$ cat src/rtl/mmio_port_bank_pkg.sv
// Shared decode constants, register-select enum and byte-lane helper for mmio_port_bank.
package mmio_port_bank_pkg;

   localparam logic [7:0] MMIO_CHANGE_FLAGS_OFFSET = 8'h80;
   localparam logic [7:0] MMIO_INT_ENABLE_OFFSET   = 8'h84;

   typedef enum logic [1:0] {
      MMIO_PORT,
      MMIO_FLAGS,
      MMIO_INTEN,
      MMIO_NONE
   } MmioRegSelect_t;

   // Expand a 4-bit byte enable into a 32-bit bit mask.
   function automatic logic [31:0] byte_mask(input logic [3:0] be);
      logic [31:0] mask;
      mask = '0;
      for (int n = 0; n < 4; n++) begin
         mask[8*n +: 8] = {8{be[n]}};
      end
      return mask;
   endfunction

endpackage

$ cat src/rtl/mmio_input_synchronizer.sv
// Multi-stage synchroniser for one 32-bit asynchronous input channel.
module mmio_input_synchronizer #(
   parameter int unsigned SYNC_STAGES = 2
) (
   input  logic        clock_i,
   input  logic        reset_i,
   input  logic [31:0] async_i,
   output logic [31:0] sync_o
);

   logic [SYNC_STAGES-1:0][31:0] chain_q;

   // Shift the raw input through the chain; the last stage is the safe value.
   always_ff @(posedge clock_i or posedge reset_i) begin
      if (reset_i) begin
         chain_q <= '0;
      end else begin
         chain_q <= {chain_q[SYNC_STAGES-2:0], async_i};
      end
   end

   assign sync_o = chain_q[SYNC_STAGES-1];

endmodule

$ cat src/rtl/mmio_port_bank.sv
// Memory-mapped bank of synchronised input / registered output words with
// sticky change flags and a masked, registered interrupt.
module mmio_port_bank
   import mmio_port_bank_pkg::*;
#(
   parameter int unsigned NUM_PORTS          = 8,
   parameter logic [31:0] BASE_ADDRESS       = 32'hFFFFFF00,
   parameter int unsigned SYNC_STAGES        = 2,
   parameter logic [31:0] OUTPUT_RESET_VALUE = 32'h00000000
) (
   input  logic                        clock_i,
   input  logic                        reset_i,
   input  logic [31:0]                 address_i,
   input  logic [31:0]                 write_data_i,
   input  logic [3:0]                  byte_enable_i,
   input  logic                        write_enable_i,
   input  logic                        read_enable_i,
   output logic                        hit_o,
   output logic                        bad_access_o,
   output logic [31:0]                 read_data_o,
   input  logic [NUM_PORTS-1:0][31:0]  mmio_inputs_i,
   output logic [NUM_PORTS-1:0][31:0]  mmio_outputs_o,
   output logic                        interrupt_o
);

   localparam logic [2:0] WARM_DONE = 3'(SYNC_STAGES + 1);

   logic [NUM_PORTS-1:0][31:0] sync_in;
   logic [NUM_PORTS-1:0][31:0] prev_q;
   logic [NUM_PORTS-1:0][31:0] out_q, out_d;
   logic [NUM_PORTS-1:0]       flags_q, flags_d;
   logic [NUM_PORTS-1:0]       inten_q, inten_d;
   logic [NUM_PORTS-1:0]       change;
   logic [2:0]                 warm_q, warm_d;
   logic                       irq_q, irq_d;
   logic                       warm_done;

   logic           in_window, aligned, wr_en;
   logic [7:0]     offset;
   logic [4:0]     port_idx;
   logic [31:0]    wr_mask, wr_bits;
   MmioRegSelect_t sel;

   for (genvar i = 0; i < NUM_PORTS; i++) begin : g_sync
      mmio_input_synchronizer #(
         .SYNC_STAGES (SYNC_STAGES)
      ) u_sync (
         .clock_i (clock_i),
         .reset_i (reset_i),
         .async_i (mmio_inputs_i[i]),
         .sync_o  (sync_in[i])
      );
   end

   assign in_window    = (address_i[31:8] == BASE_ADDRESS[31:8]);
   assign aligned      = (address_i[1:0] == 2'b00);
   assign offset       = address_i[7:0];
   assign port_idx     = offset[6:2];
   assign bad_access_o = in_window && !aligned;
   assign hit_o        = in_window && aligned && (sel != MMIO_NONE);
   assign wr_en        = write_enable_i && hit_o;
   assign wr_mask      = byte_mask(byte_enable_i);
   assign wr_bits      = write_data_i & wr_mask;
   assign warm_done    = (warm_q == WARM_DONE);

   // Decode the window offset into a register select.
   always_comb begin
      sel = MMIO_NONE;
      if (offset == MMIO_CHANGE_FLAGS_OFFSET) begin
         sel = MMIO_FLAGS;
      end else if (offset == MMIO_INT_ENABLE_OFFSET) begin
         sel = MMIO_INTEN;
      end else if (!offset[7] && (32'(port_idx) < NUM_PORTS)) begin
         sel = MMIO_PORT;
      end
   end

   // Combinational read mux; sourced only from registered state.
   always_comb begin
      read_data_o = '0;
      if (read_enable_i && hit_o) begin
         unique case (sel)
            MMIO_PORT: begin
               for (int i = 0; i < NUM_PORTS; i++) begin
                  if (port_idx == 5'(i)) read_data_o = sync_in[i];
               end
            end
            MMIO_FLAGS: read_data_o = 32'(flags_q);
            MMIO_INTEN: read_data_o = 32'(inten_q);
            MMIO_NONE:  read_data_o = '0;
         endcase
      end
   end

   // Next-state: byte-lane writes, W1C flags (set wins), warm-up and interrupt.
   always_comb begin
      out_d   = out_q;
      inten_d = inten_q;
      flags_d = flags_q;
      for (int i = 0; i < NUM_PORTS; i++) begin
         change[i] = warm_done && (sync_in[i] != prev_q[i]);
         if (wr_en && (sel == MMIO_PORT) && (port_idx == 5'(i))) begin
            out_d[i] = (out_q[i] & ~wr_mask) | wr_bits;
         end
      end
      if (wr_en && (sel == MMIO_INTEN)) begin
         inten_d = (inten_q & ~wr_mask[NUM_PORTS-1:0]) | wr_bits[NUM_PORTS-1:0];
      end
      if (wr_en && (sel == MMIO_FLAGS)) begin
         flags_d = flags_q & ~wr_bits[NUM_PORTS-1:0];
      end
      flags_d = flags_d | change;
      warm_d  = warm_done ? warm_q : warm_q + 3'd1;
      irq_d   = |(flags_q & inten_q);
   end

   // State registers, all cleared asynchronously.
   always_ff @(posedge clock_i or posedge reset_i) begin
      if (reset_i) begin
         out_q   <= {NUM_PORTS{OUTPUT_RESET_VALUE}};
         prev_q  <= '0;
         flags_q <= '0;
         inten_q <= '0;
         warm_q  <= '0;
         irq_q   <= 1'b0;
      end else begin
         out_q   <= out_d;
         prev_q  <= sync_in;
         flags_q <= flags_d;
         inten_q <= inten_d;
         warm_q  <= warm_d;
         irq_q   <= irq_d;
      end
   end

   assign mmio_outputs_o = out_q;
   assign interrupt_o    = irq_q;

endmodule

$ cat config.mk
export PLATFORM = sky130hd
export DESIGN_NAME = mmio_port_bank
export DESIGN_NICKNAME = d
export VERILOG_FILES = /design/src/rtl/mmio_port_bank_pkg.sv /design/src/rtl/mmio_input_synchronizer.sv /design/src/rtl/mmio_port_bank.sv
export SDC_FILE = /design/constraint.sdc
export NUM_CORES = 2
export LEC_CHECK = 0
export CAP_MARGIN = 20
export CORE_UTILIZATION = 40
export CTS_BUF_LIST = sky130_fd_sc_hd__clkbuf_4 sky130_fd_sc_hd__clkbuf_8
export DETAILED_ROUTE_END_ITERATION = 6
export HOLD_SLACK_MARGIN = 0.02
export MAX_ROUTING_LAYER = met4
export SLEW_MARGIN = 20
export SYNTH_ARGS = -nofsm -noshare
export SYNTH_HDL_FRONTEND = slang
export SYNTH_HIERARCHICAL = 1
export SYNTH_SLANG_ARGS = --single-unit
$ cat constraint.sdc
create_clock -name clock_i -period 21.6 [get_ports clock_i]
set_clock_uncertainty 0.05 [all_clocks]
set_input_delay 3.24 -clock clock_i [delete_from_list [all_inputs] [get_ports clock_i]]
set_output_delay 3.24 -clock clock_i [all_outputs]
set_load 0.05 [all_outputs]
==> images/met3.png <==
Drawn at 1.5 px/µm.
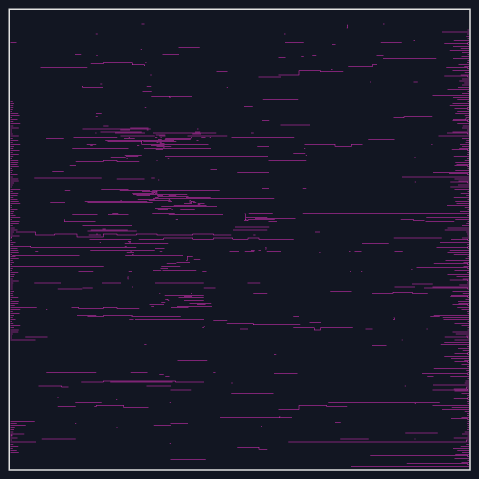
main direction: horizontal
nets with wire on the layer: 500
longest straight run: 119 µm
Vias: 20.91k
Routed WL: 112.6 mm

==> images/drive_strength.png <==
Drawn at 1.5 px/µm.
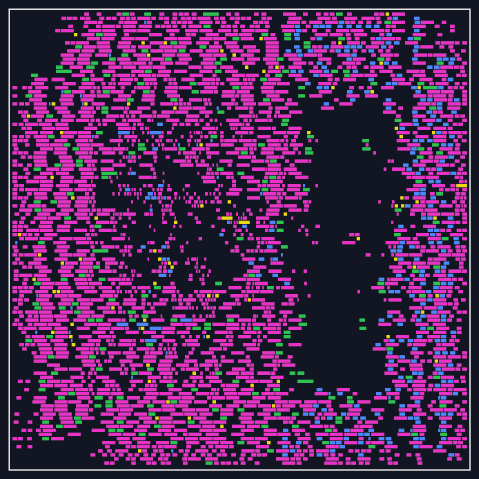
legend:
  drive 1 or less:
    colour: magenta
    cells: 2389
    share: 79%
  drive 2:
    colour: blue
    cells: 323
    share: 11%
  drive 6 and up:
    colour: green
    cells: 228
    share: 7.5%
  drive 3 to 4:
    colour: yellow
    cells: 85
    share: 2.8%
Area growth, synth to finish: 25.31%
final instance area: 0.04635 mm²
Non-CTS buffers: 648
worst setup margin: 10800 ps

==> images/registers.png <==
Drawn at 1 px/µm. Other sequential cells in the stronger grey, the rest of the logic in the fainter grey.
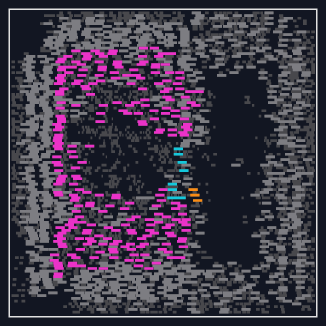
legend:
  `flags_q`:
    colour: cyan
    sequential_cells: 8
    where: centre
  `warm_q`:
    colour: orange
    sequential_cells: 3
  `prev_q`:
    colour: magenta
    sequential_cells: 256
not coloured: 777
seq pwr: 2.10 mW
final core occ: 50.57%

==> run summary <==
Final Max-Slew Violation Tally = 0
Seq area share = 56.36%
Routed wire per std cell = 26.68 µm
mapped cell area = 0.03699 mm²
Log Warnings = 30
Num Clock Sinks = 1044
area fraction in mux cells = 8.910%
Slew HR = 24.83%
layout cell share with drive strength beyond 1 = 21.02%
Slew @ Worst Pin = 1124 ps
Comb area = 0.008527 mm²
fin crit share = 49.99%
GRT Total Usage = 25.12%
ys flops = 1044
Setup Viol. Count Final = 0
Setup crit end kind = output port
yosys stat area = 0.03699 mm²
AO/OA Area Share = 3.450%
Main area contributors = dfrtp_1 71%, mux2_2 8.1%, xnor2_1 6.1%
met3 Usage GRT = 5.412%
core area = 0.09166 mm²
FF-to-FF setup slack = 19430 ps
Max clock buf depth = 3
hold buffers post-CTS = 0
Area leader share = 70.63%
Yosys warnings = 6
met3 wire length = 6.886 mm
critical path arrival = 7510 ps
worst hold path startpoint = g_sync[2].u_sync/chain_q[11]
Hold/Removal Path Class = register to register
Critical Path RT = 18310 ps
Commonest flop = dfrtp_1
yosys simple share = 4.509%
Die Width = 306.1 µm
number of logic gates = 1017
vias per cell = 4.956
status = finished, final reports clean
inverters = 14
critical-path cell list = clkdlybuf4s50_1, or3_1, buf_4, nor2_1, a22oi_1, o21a_1, a311oi_1, clkdlybuf4s50_1
CP peak stage delay = 950 ps
Top non-seq family = multiplexers
CP Class = input port to output port
Post-Layout Cell Count = 4219
==> cells in the final DEF (no fill, tap or decap), types with 4 or more instances in the layout <==
cell	instances
a211oi_1	8
a21oi_1	26
a22o_1	9
a22oi_1	16
a2bb2oi_1	12
a32o_1	4
buf_4	27
bufinv_16	5
clkbuf_4	49
clkbuf_8	209
clkdlybuf4s50_1	616
clkinv_2	23
clkinv_8	6
clkinvlp_4	6
dfrtp_1	1044
diode_2	8
inv_1	5
inv_2	8
mux2_2	266
mux2i_1	12
mux4_2	7
nand2_1	47
nand2b_1	15
nand3_1	23
nand3b_1	5
nand4_1	80
nor2_1	37
nor3_1	18
nor4_1	16
o211a_1	9
o21ai_0	30
o221a_2	5
o221ai_1	13
o22ai_1	16
o32ai_1	4
or3_1	32
or4_1	4
xnor2_1	257
==> Yosys cell counts (all sizes together), types with 2 or more instances <==
library cell,n
a2111oi,3
a211oi,8
a21oi,26
a221o,3
a222oi,2
a22o,9
a22oi,16
a2bb2oi,12
a32o,4
a32oi,3
buf,281
clkbuf,66
dfrtp,1044
ha,2
inv,14
mux2,268
mux2i,12
mux4,7
nand2,48
nand2b,15
nand3,24
nand3b,5
nand4,80
nor2,39
nor2b,3
nor3,20
nor3b,2
nor4,18
o211a,9
o211ai,2
o21a,3
o21ai,30
o221a,5
o221ai,13
o22ai,16
o32ai,4
or2,2
or3,32
or3b,2
or4,4
xnor2,257
==> worst max-delay path, delay by kind of cell <==
| family | cells | cell delay (ps) |
|---|---|---|
| simple gates | 2 | 1230 |
| buf+inv | 3 | 1940 |
| compound gates | 3 | 1080 |
==> where the power goes <==
part	total, mW	switching [mW]	leakage, nW	internal (mW)
Sequential	2.10	0.0655	12.8	2.03
Clock	1.80	0.778	1.96	1.03
Combinational	0.207	0.107	5.47	0.100
Total	4.11	0.950	20.2	3.16
No activity file was given, so power comes from the tool's default toggle rates.
